`src/rtl/egress_reader.sv`:
```
// Round-robin VOQ reader: grant in T, rd_en/rd_sel in T+1, capture in T+2, out_valid in T+3.
// Reads stall once the 4-entry output FIFO cannot hold in-flight data; optional pkt_cnt under EGRESS_READER_CNT_EN.
module egress_reader #(
    parameter int  PORT_NUB   = 4,
    parameter int  DATA_WIDTH = 8,
    localparam int SEL_W      = $clog2(PORT_NUB)
) (
    input  logic                  clk,
    input  logic                  rst_n,
    input  logic [PORT_NUB-1:0]   empty_in,
    output logic                  rd_en,
    output logic [SEL_W-1:0]      rd_sel,
    input  logic [DATA_WIDTH-1:0] rd_data,
    output logic                  out_valid,
    input  logic                  out_ready,
    output logic [DATA_WIDTH-1:0] out_data,
    output logic [SEL_W-1:0]      out_src
`ifdef EGRESS_READER_CNT_EN
    ,
    output logic [15:0]           pkt_cnt
`endif
);

    typedef enum logic [1:0] {
        IDLE  = 2'd0,
        READ  = 2'd1,
        STALL = 2'd2
    } state_t;

    state_t                          state_q;
    logic [SEL_W-1:0]                rd_sel_q;
    logic                            rd_en_d_q;
    logic [SEL_W-1:0]                rd_sel_d_q;
    logic [SEL_W-1:0]                ptr_q;
    logic [2:0]                      count_q;
    logic [1:0]                      wr_ptr_q;
    logic [1:0]                      rd_ptr_q;
    logic [SEL_W+DATA_WIDTH-1:0]     mem_q [4];

    logic [PORT_NUB-1:0]             elig;
    logic                            gnt_vld;
    logic [SEL_W-1:0]                gnt_sel;
    logic [SEL_W-1:0]                scan_idx;
    logic [3:0]                      room_sum;
    logic                            has_room;
    logic                            push;
    logic                            pop;
    logic [2:0]                      count_d;
    logic [1:0]                      wr_ptr_d;
    logic [1:0]                      rd_ptr_d;

    // The READ state is exactly the cycle the registered read strobe is high.
    assign rd_en     = (state_q == READ);
    assign rd_sel    = rd_sel_q;
    assign out_valid = (count_q != 3'd0);
    assign out_data  = mem_q[rd_ptr_q][DATA_WIDTH-1:0];
    assign out_src   = mem_q[rd_ptr_q][SEL_W+DATA_WIDTH-1:DATA_WIDTH];

    // A queue being read this cycle still looks non-empty, so mask it out.
    always_comb begin
        elig = '0;
        for (int k = 0; k < PORT_NUB; k++) begin
            elig[k] = !empty_in[k] && !(rd_en && (rd_sel_q == SEL_W'(k)));
        end
    end

    always_comb begin
        gnt_vld  = 1'b0;
        gnt_sel  = '0;
        scan_idx = '0;
        for (int i = 0; i < PORT_NUB; i++) begin
            scan_idx = ptr_q + SEL_W'(i);
            if (!gnt_vld && elig[scan_idx]) begin
                gnt_vld = 1'b1;
                gnt_sel = scan_idx;
            end
        end
    end

    // Reserve a slot for every read still in flight; a same-cycle pop is not credited.
    assign room_sum = {1'b0, count_q} + {3'b000, rd_en} + {3'b000, rd_en_d_q} + 4'd1;
    assign has_room = (room_sum <= 4'd4);

    assign push     = rd_en_d_q;
    assign pop      = out_valid && out_ready;
    assign count_d  = count_q + {2'b00, push} - {2'b00, pop};
    assign wr_ptr_d = push ? wr_ptr_q + 2'd1 : wr_ptr_q;
    assign rd_ptr_d = pop  ? rd_ptr_q + 2'd1 : rd_ptr_q;

    always_ff @(posedge clk) begin
        if (!rst_n) begin
            state_q    <= IDLE;
            rd_sel_q   <= '0;
            rd_en_d_q  <= 1'b0;
            rd_sel_d_q <= '0;
            ptr_q      <= '0;
            count_q    <= '0;
            wr_ptr_q   <= '0;
            rd_ptr_q   <= '0;
            for (int i = 0; i < 4; i++) begin
                mem_q[i] <= '0;
            end
        end else begin
            if (gnt_vld && has_room) begin
                state_q  <= READ;
                rd_sel_q <= gnt_sel;
                ptr_q    <= gnt_sel + SEL_W'(1);
            end else if (gnt_vld) begin
                state_q  <= STALL;
            end else begin
                state_q  <= IDLE;
            end
            rd_en_d_q  <= rd_en;
            rd_sel_d_q <= rd_sel_q;
            if (push) begin
                mem_q[wr_ptr_q] <= {rd_sel_d_q, rd_data};
            end
            wr_ptr_q <= wr_ptr_d;
            rd_ptr_q <= rd_ptr_d;
            count_q  <= count_d;
        end
    end

    always_ff @(posedge clk) begin
        if (rst_n) begin
            assert (!(push && (count_q == 3'd4)));
        end
    end

`ifdef EGRESS_READER_CNT_EN
    logic [15:0] pkt_cnt_q;

    always_ff @(posedge clk) begin
        if (!rst_n) begin
            pkt_cnt_q <= '0;
        end else begin
            pkt_cnt_q <= pkt_cnt_q + {15'd0, pop};
        end
    end

    assign pkt_cnt = pkt_cnt_q;
`endif

endmodule

```
`config.mk`:
```
export PLATFORM = sky130hd
export DESIGN_NAME = egress_reader
export DESIGN_NICKNAME = d
export VERILOG_FILES = /design/src/rtl/egress_reader.sv
export SDC_FILE = /design/constraint.sdc
export NUM_CORES = 1
export LEC_CHECK = 0
export ABC_AREA = 1
export CORE_UTILIZATION = 57
export CTS_CLUSTER_SIZE = 28
export DETAILED_ROUTE_END_ITERATION = 10
export PLACE_DENSITY = 0.88
export SYNTH_ARGS = -nofsm -noshare
export SYNTH_HDL_FRONTEND = slang
export SYNTH_SLANG_ARGS = --single-unit
```
`constraint.sdc`:
```
create_clock -name clk -period 3 [get_ports clk]
set_input_delay 0.6 -clock clk [delete_from_list [all_inputs] [get_ports clk]]
set_output_delay 0.6 -clock clk [all_outputs]
set_load 0.05 [all_outputs]
```
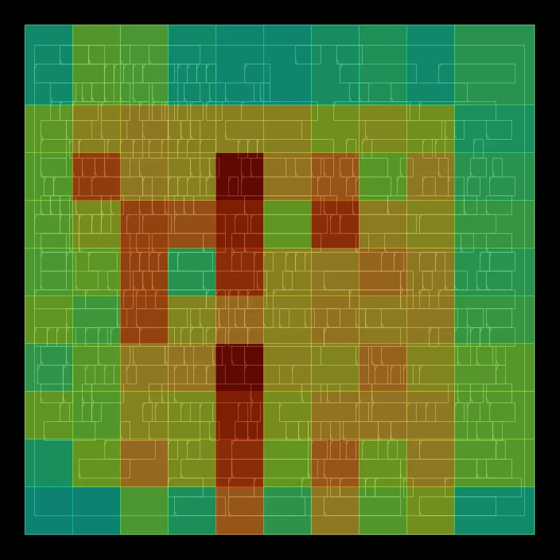
Figure 1: run 1, routing congestion.
M1 GR Usage: 28.26%
GR Util met2: 40.27%
utilization after layout: 71.82%

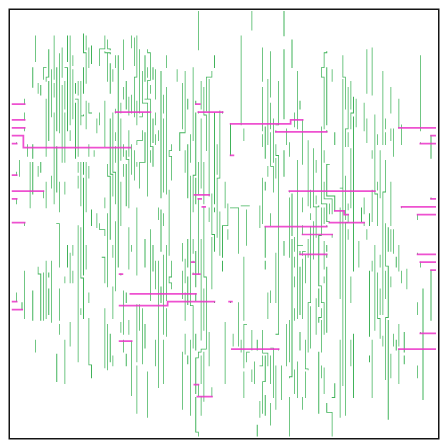
Figure 2: run 1, metal layers overlaid.
Two of the layers only.
- M2: green (wire length 2910 um)
- M3: magenta (wire length 197 um)

==> impl_metrics.env, run 1 <==
# implementation run metrics
export IMPL_most_common_cell="sky130_fd_sc_hd__nor2_1"
export IMPL_synthCells=321
export IMPL_diodes=0
export IMPL_reg_to_reg_startpoint="state_q[0]"
export IMPL_post_synth_top_area_cell="sky130_fd_sc_hd__edfxtp_1"
export IMPL_postCtsHoldBufs=0
export IMPL_floorplan_core_area_um2=4817
export IMPL_postSynth_topFlopCell="sky130_fd_sc_hd__edfxtp_1"
export IMPL_yosys_warnings=0
export IMPL_dpl_cell_count=409
export IMPL_dieHeight_um=73.66
export IMPL_synth_lib_cells_used_distinct=30
export IMPL_ys_async_sr_fraction_pct=0
export IMPL_die_width_um=73.66
export IMPL_hold_path_endpoint="rd_ptr_q[0]"
export IMPL_ctsLongestPathBuffers=2
export IMPL_clk_pin_slew_worst_paths_ns=0.06
export IMPL_post_cts_resized_instances=0
export IMPL_gr_total_overflow=0
export IMPL_drt_iter0_drc=181
export IMPL_crit_path_buffers_inverters=2
export IMPL_worst_pin_slew_ns=0.9983
export IMPL_io_pin_count=29
export IMPL_cell_count_in_the_yosys_report=321
export IMPL_cts_made_buffers=9
export IMPL_synth_nets=343
export IMPL_global_route_usage_total_pct=23.66
export IMPL_critPathTopFamily="buffers and inverters"
export IMPL_worst_path_max_fanout=20
export IMPL_synth_yosys_chip_area_um2=2927
export IMPL_flop_area_um2=1562
export IMPL_row_count=25
export IMPL_nFillCells=400
export IMPL_post_syn_area_um2=2927
export IMPL_routedWlPerCell_um=13.59
export IMPL_yosys_top_cells_count="sky130_fd_sc_hd__nor2_1 (60), sky130_fd_sc_hd__inv_1 (43), sky130_fd_sc_hd__edfxtp_1 (40), sky130_fd_sc_hd__nand2_1 (40), sky130_fd_sc_hd__o21ai_0 (25)"
export IMPL_finalClockSkew_ns=0.005343
export IMPL_p_total_uw=3330
export IMPL_clkSinkCount=58
export IMPL_chip_area_um2=5425
export IMPL_first_global_vias=2156
export IMPL_crit_path_top_delay_cell="sky130_fd_sc_hd__clkdlybuf4s50_1"
export IMPL_regToRegEndpoint="state_q[1]"
export IMPL_initial_core_util_pct=60.75
export IMPL_detailedRoute_firstPassIterationCount=5
export IMPL_yosys_area_top_type_share_pct=41.04
export IMPL_r2r_cells=14
export IMPL_area_growth_from_synthesis_to_layout_pct=18.21
export IMPL_hold_path_startpoint="rd_ptr_q[0]"
export IMPL_pin_count_of_the_biggest_net_entering_global_routing=22
export IMPL_leakagePower_uw=0.001490
export IMPL_cp_arrival_ns=2.22
export IMPL_post_drt_via_cell_ratio=5.245
export IMPL_setup_total_negative_slack_ns=0
export IMPL_status="finished clean"
export IMPL_cap_violations=0
export IMPL_finalCriticalPeriod_ns=2.821
export IMPL_path_depth=4
export IMPL_comb_power_share_pct=47.0
export IMPL_timing_final_hold_violations=0
export IMPL_grt_setup_unrepaired="no"
export IMPL_area_combinational_um2=1115
export IMPL_switching_power_uw=1415
export IMPL_synth_flops=58
export IMPL_holdPathStages=1
export IMPL_placement_cell_area_um2=3272
export IMPL_setup_violations_final=0
export IMPL_worstSkewPairLatency_ns=0.32
export IMPL_power_per_cell_area_nw_per_um2=962.6
export IMPL_crit_end="out_src[1]"
export IMPL_gpl_final_weighted_congestion=0.8432
export IMPL_yosys_stat_seqShare_pct=53.36
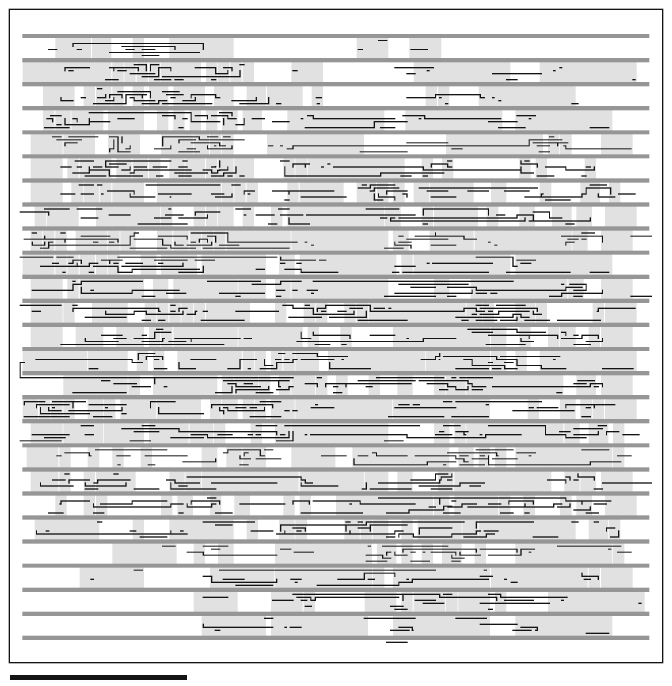
Figure 3: run 1, signal wires on met1.
Bar = 20 um. Supply wires on this layer in grey.
- share of all routed wire: 43%
- main direction: horizontal
- nets with wire on the layer: 350
number of vias in the routed layout: 2229
Total Wirelength: 5.776 mm

[run 1: logic make-up after synthesis]
family | after synthesis | synth area share (%)
simple gates | 143 | 24.07
buf+inv | 62 | 8.550
flops | 58 | 53.36
compound gates | 48 | 8.978
fa+ha+maj | 7 | 3.506
xor+xnor | 3 | 1.539
[run 1: layout make-up]
type / instances / share of cell area, %
well taps: 67 / 2.423
inverters: 49 / 5.389
multi-input cells: 201 / 32.22
flip-flops and latches: 58 / 45.14
clock buffers: 13 / 4.304
repair buffers: 34 / 9.403
clock inverters: 3 / 1.121
[run 1: through the flow]
step | setup WS (ns) | hold WS, ns | utilization (%)
4_1_cts | 0.1743 | 0.4790 | 71.82
2_1_floorplan | 0.5228 | 0.4366 | -
3_5_place_dp | 0.5304 | 0.4636 | 67.92
5_1_grt | 0.07337 | 0.5075 | 71.82
6_report | 0.1792 | 0.4778 | 71.82
3_3_place_gp | 0.5965 | 0.4576 | 67.92
[run 1: state kept, by name, summed over array words and instances, names as in the netlist, named ones only]
signal      cells
mem_q          40
rd_sel          2
ptr_q           2
state_q         2
wr_ptr_q        2
push            1
rd_sel_d_q      2
rd_ptr_q        2
count_q         3
[run 1: per-layer routing]
| metal | wire length [um] | GRT usage [%] |
|---|---|---|
| met4 | 172 | 12.82 |
| met3 | 196 | 4.527 |
| met1 | 2493 | 28.26 |
| met5 | 0 | 0 |
| met2 | 2913 | 40.27 |
[run 1: cell usage in the layout (no fill, tap or decap), types with 3 or more instances in the layout]
cell | netlist | layout
sky130_fd_sc_hd__o21ai_0 | 25 | 24
sky130_fd_sc_hd__inv_1 | 43 | 43
sky130_fd_sc_hd__o22ai_1 | 10 | 10
sky130_fd_sc_hd__buf_4 | 0 | 6
sky130_fd_sc_hd__nand2_4 | 4 | 4
sky130_fd_sc_hd__nand2_1 | 40 | 40
sky130_fd_sc_hd__nand3_1 | 9 | 9
sky130_fd_sc_hd__ha_1 | 5 | 5
sky130_fd_sc_hd__dfxtp_1 | 18 | 18
sky130_fd_sc_hd__clkbuf_1 | 11 | 3
sky130_fd_sc_hd__clkbuf_8 | 0 | 10
sky130_fd_sc_hd__nor3_1 | 10 | 10
sky130_fd_sc_hd__nand3_2 | 9 | 9
sky130_fd_sc_hd__nor2_1 | 60 | 60
sky130_fd_sc_hd__a21oi_1 | 7 | 7
sky130_fd_sc_hd__edfxtp_1 | 40 | 40
sky130_fd_sc_hd__nand2_2 | 6 | 6
sky130_fd_sc_hd__o21ai_1 | 3 | 4
sky130_fd_sc_hd__clkinv_2 | 2 | 3
sky130_fd_sc_hd__inv_2 | 3 | 3
sky130_fd_sc_hd__clkdlybuf4s50_1 | 0 | 28
[run 1: power by group through the flow]
stage                     combinational, uW  clock (uW)  sequential [uW]
final                                  1570         687             1080
after global routing                   1710         725             1090
after CTS                              1570         695             1080
after detailed placement               1560           0             1090
after global placement                 1510           0             1090
after floorplan                        1220           0             1070
[run 1: worst register-to-register path: cells and delay by family, from the launching register on]
family	cells	cell delay, ns
and+or+nand+nor	4	0.44
adders and majority gates	3	0.92
AOI/OAI and AO/OA	2	0.43
DFF	1	0.31
buffers and inverters	5	0.30
==> run 2, diff against run 1 <==
--- a/config.mk
+++ b/config.mk
@@ -6,10 +6,11 @@
 export NUM_CORES = 1
 export LEC_CHECK = 0
 export ABC_AREA = 1
-export CORE_UTILIZATION = 57
+export ABC_CLOCK_PERIOD_IN_PS = 2400
+export CORE_UTILIZATION = 51
 export CTS_CLUSTER_SIZE = 28
 export DETAILED_ROUTE_END_ITERATION = 10
-export PLACE_DENSITY = 0.88
+export PLACE_DENSITY = 0.83
 export SYNTH_ARGS = -nofsm -noshare
 export SYNTH_HDL_FRONTEND = slang
 export SYNTH_SLANG_ARGS = --single-unit
==> constraint.sdc (replaced) <==
create_clock -name clk -period 2.4 [get_ports clk]
set_input_delay 0.48 -clock clk [delete_from_list [all_inputs] [get_ports clk]]
set_output_delay 0.48 -clock clk [all_outputs]
set_load 0.05 [all_outputs]
==> impl_metrics.env, run 2 <==
# implementation run metrics
export IMPL_ctsLongestPathBuffers=2
export IMPL_pin_count_of_the_biggest_net_entering_global_routing=22
export IMPL_mux_share_pct=0
export IMPL_adder_share_pct=3.506
export IMPL_hold_path_startpoint="rd_ptr_q[1]"
export IMPL_gpl_final_weighted_congestion=0.8801
export IMPL_floorplan_core_area_um2=5507
export IMPL_drt_total_wl_mm=5.871
export IMPL_leakagePower_uw=0.001515
export IMPL_r2r_cells=14
export IMPL_area_growth_from_synthesis_to_layout_pct=18.68
export IMPL_power_per_cell_area_nw_per_um2=1201
export IMPL_worst_path_max_fanout=4
export IMPL_switching_power_uw=1780
export IMPL_setup_violations_final=0
export IMPL_mostFrequentLayoutCells="sky130_fd_sc_hd__nor2_1 (60), sky130_fd_sc_hd__inv_1 (42), sky130_fd_sc_hd__nand2_1 (40), sky130_fd_sc_hd__edfxtp_1 (40), sky130_fd_sc_hd__o21ai_0 (25)"
export IMPL_status="finished clean"
export IMPL_regMostFlops="mem_q"
export IMPL_drt_iter0_drc=135
export IMPL_placement_cell_area_um2=3282
export IMPL_diodes=0
export IMPL_comb_power_share_pct=47.8
export IMPL_yosys_area_top_type_share_pct=41.04
export IMPL_yosys_area_share_aoi_pct=8.978
export IMPL_crit_path_top_delay_cell="sky130_fd_sc_hd__fa_1"
export IMPL_postCtsHoldBufs=0
export IMPL_timing_final_hold_violations=0
export IMPL_post_syn_area_um2=2927
export IMPL_simple_gate_fraction_of_synth_area_pct=24.07
export IMPL_vias=2249
export IMPL_post_cts_resized_instances=0
export IMPL_clk_pin_slew_worst_paths_ns=0.06
export IMPL_postSynth_topFlopCell="sky130_fd_sc_hd__edfxtp_1"
export IMPL_worstSkewPairLatency_ns=0.33
export IMPL_cell_count_in_the_yosys_report=321
==> run 2: routing by layer <==
metal  routed length, um  vias to the layer above  GRT usage [%]
li1                    -                     1119              -
met1                2485                     1058          23.59
met2                2988                       61          39.38
met3                 283                       11          4.706
met4                 113                        0          10.57
met5                   0                        -              0
==> run 2: power groups by stage <==
stage	Combinational, uW	Clock, uW	Sequential (uW)
finish	1990	856	1320
global route	2190	919	1340
CTS	1990	866	1320
detailed placement	1980	0	1340
global placement	1930	0	1340
floorplan	1540	0	1330
==> run 2: cells by family after synthesis <==
logic type,Yosys count
buffers and inverters,62
AND-OR/OR-AND,48
XOR/XNOR,3
adder cells (fa/ha/maj),7
AND/OR/NAND/NOR,143
flip-flops,58
==> run 2: final cells by class <==
type	instances	area [um^2]	area share, %
sequential	58	1562	44.96
multi-input combinational	201	1125	32.38
timing repair buffer	37	322.8	9.294
inverter	49	186.4	5.367
clock buffer	12	145.1	4.179
tap	72	90.09	2.594
clock inverter	4	42.54	1.225
==> run 2: stage by stage <==
stage,util (%),power [uW],setup slack (ns)
finish,63.08,4171,0.1387
global route,63.08,4452,0.009766
CTS,63.01,4179,0.1309
detailed placement,59.60,3326,0.1520
global placement,59.60,3263,0.2183
floorplan,-,2873,0.004493
==> run 2: worst max-delay path by stage <==
stage | cells after the start | startpoint | to
2_1_floorplan | 14 | state_q[0] | ptr_q[1]
3_3_place_gp | 9 | out_ready | count_q[2]
3_5_place_dp | 14 | state_q[0] | ptr_q[1]
4_1_cts | 13 | state_q[0] | ptr_q[0]
5_1_grt | 12 | state_q[0] | ptr_q[0]
6_report | 14 | state_q[0] | ptr_q[1]
==> run 2: critical path: cells and delay by family (launching register included) <==
family | cells | cell delay, ns
compound gates | 2 | 0.36
fa+ha+maj | 3 | 0.86
buf+inv | 4 | 0.22
flops | 1 | 0.32
simple gates | 5 | 0.40
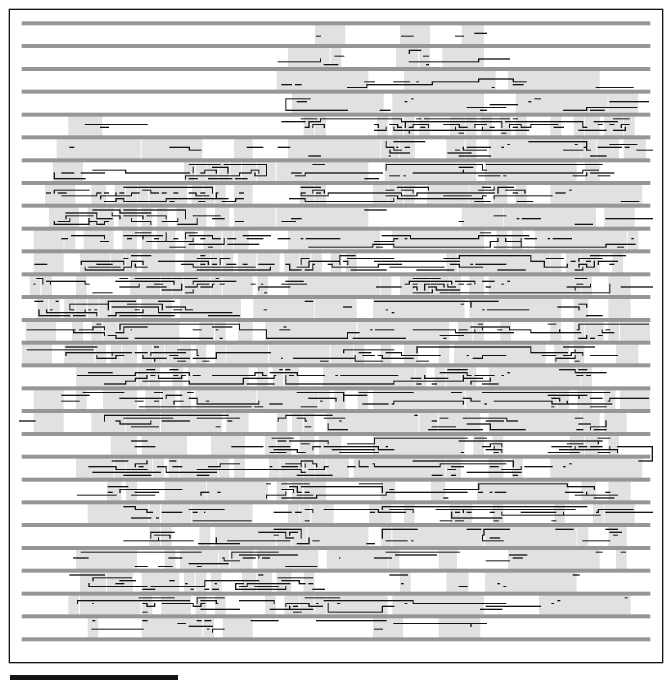
Figure 4: run 2, signal wires on met1.
Bar = 20 um. Supply wires on this layer in grey.
- longest straight run: 24.4 um
- nets with wire on the layer: 356

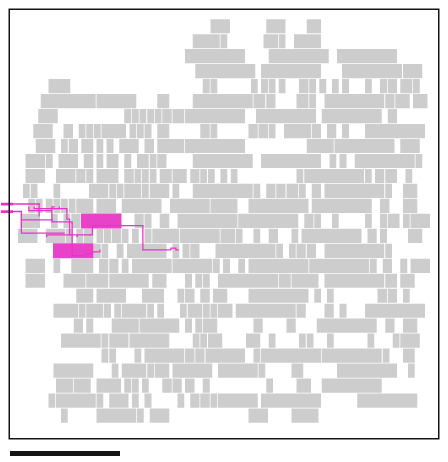
Figure 5: run 2, wires at chosen ports, followed through buffers.
Bar = 20 um.
- `rd_sel`: magenta (bits 2; direction output; edge west; end cells 2; buffers 2; wire 93.2 um)
Top-Level Pins: 29
I/O Buffers: 28

No activity file was given, so power comes from the tool's default toggle rates.
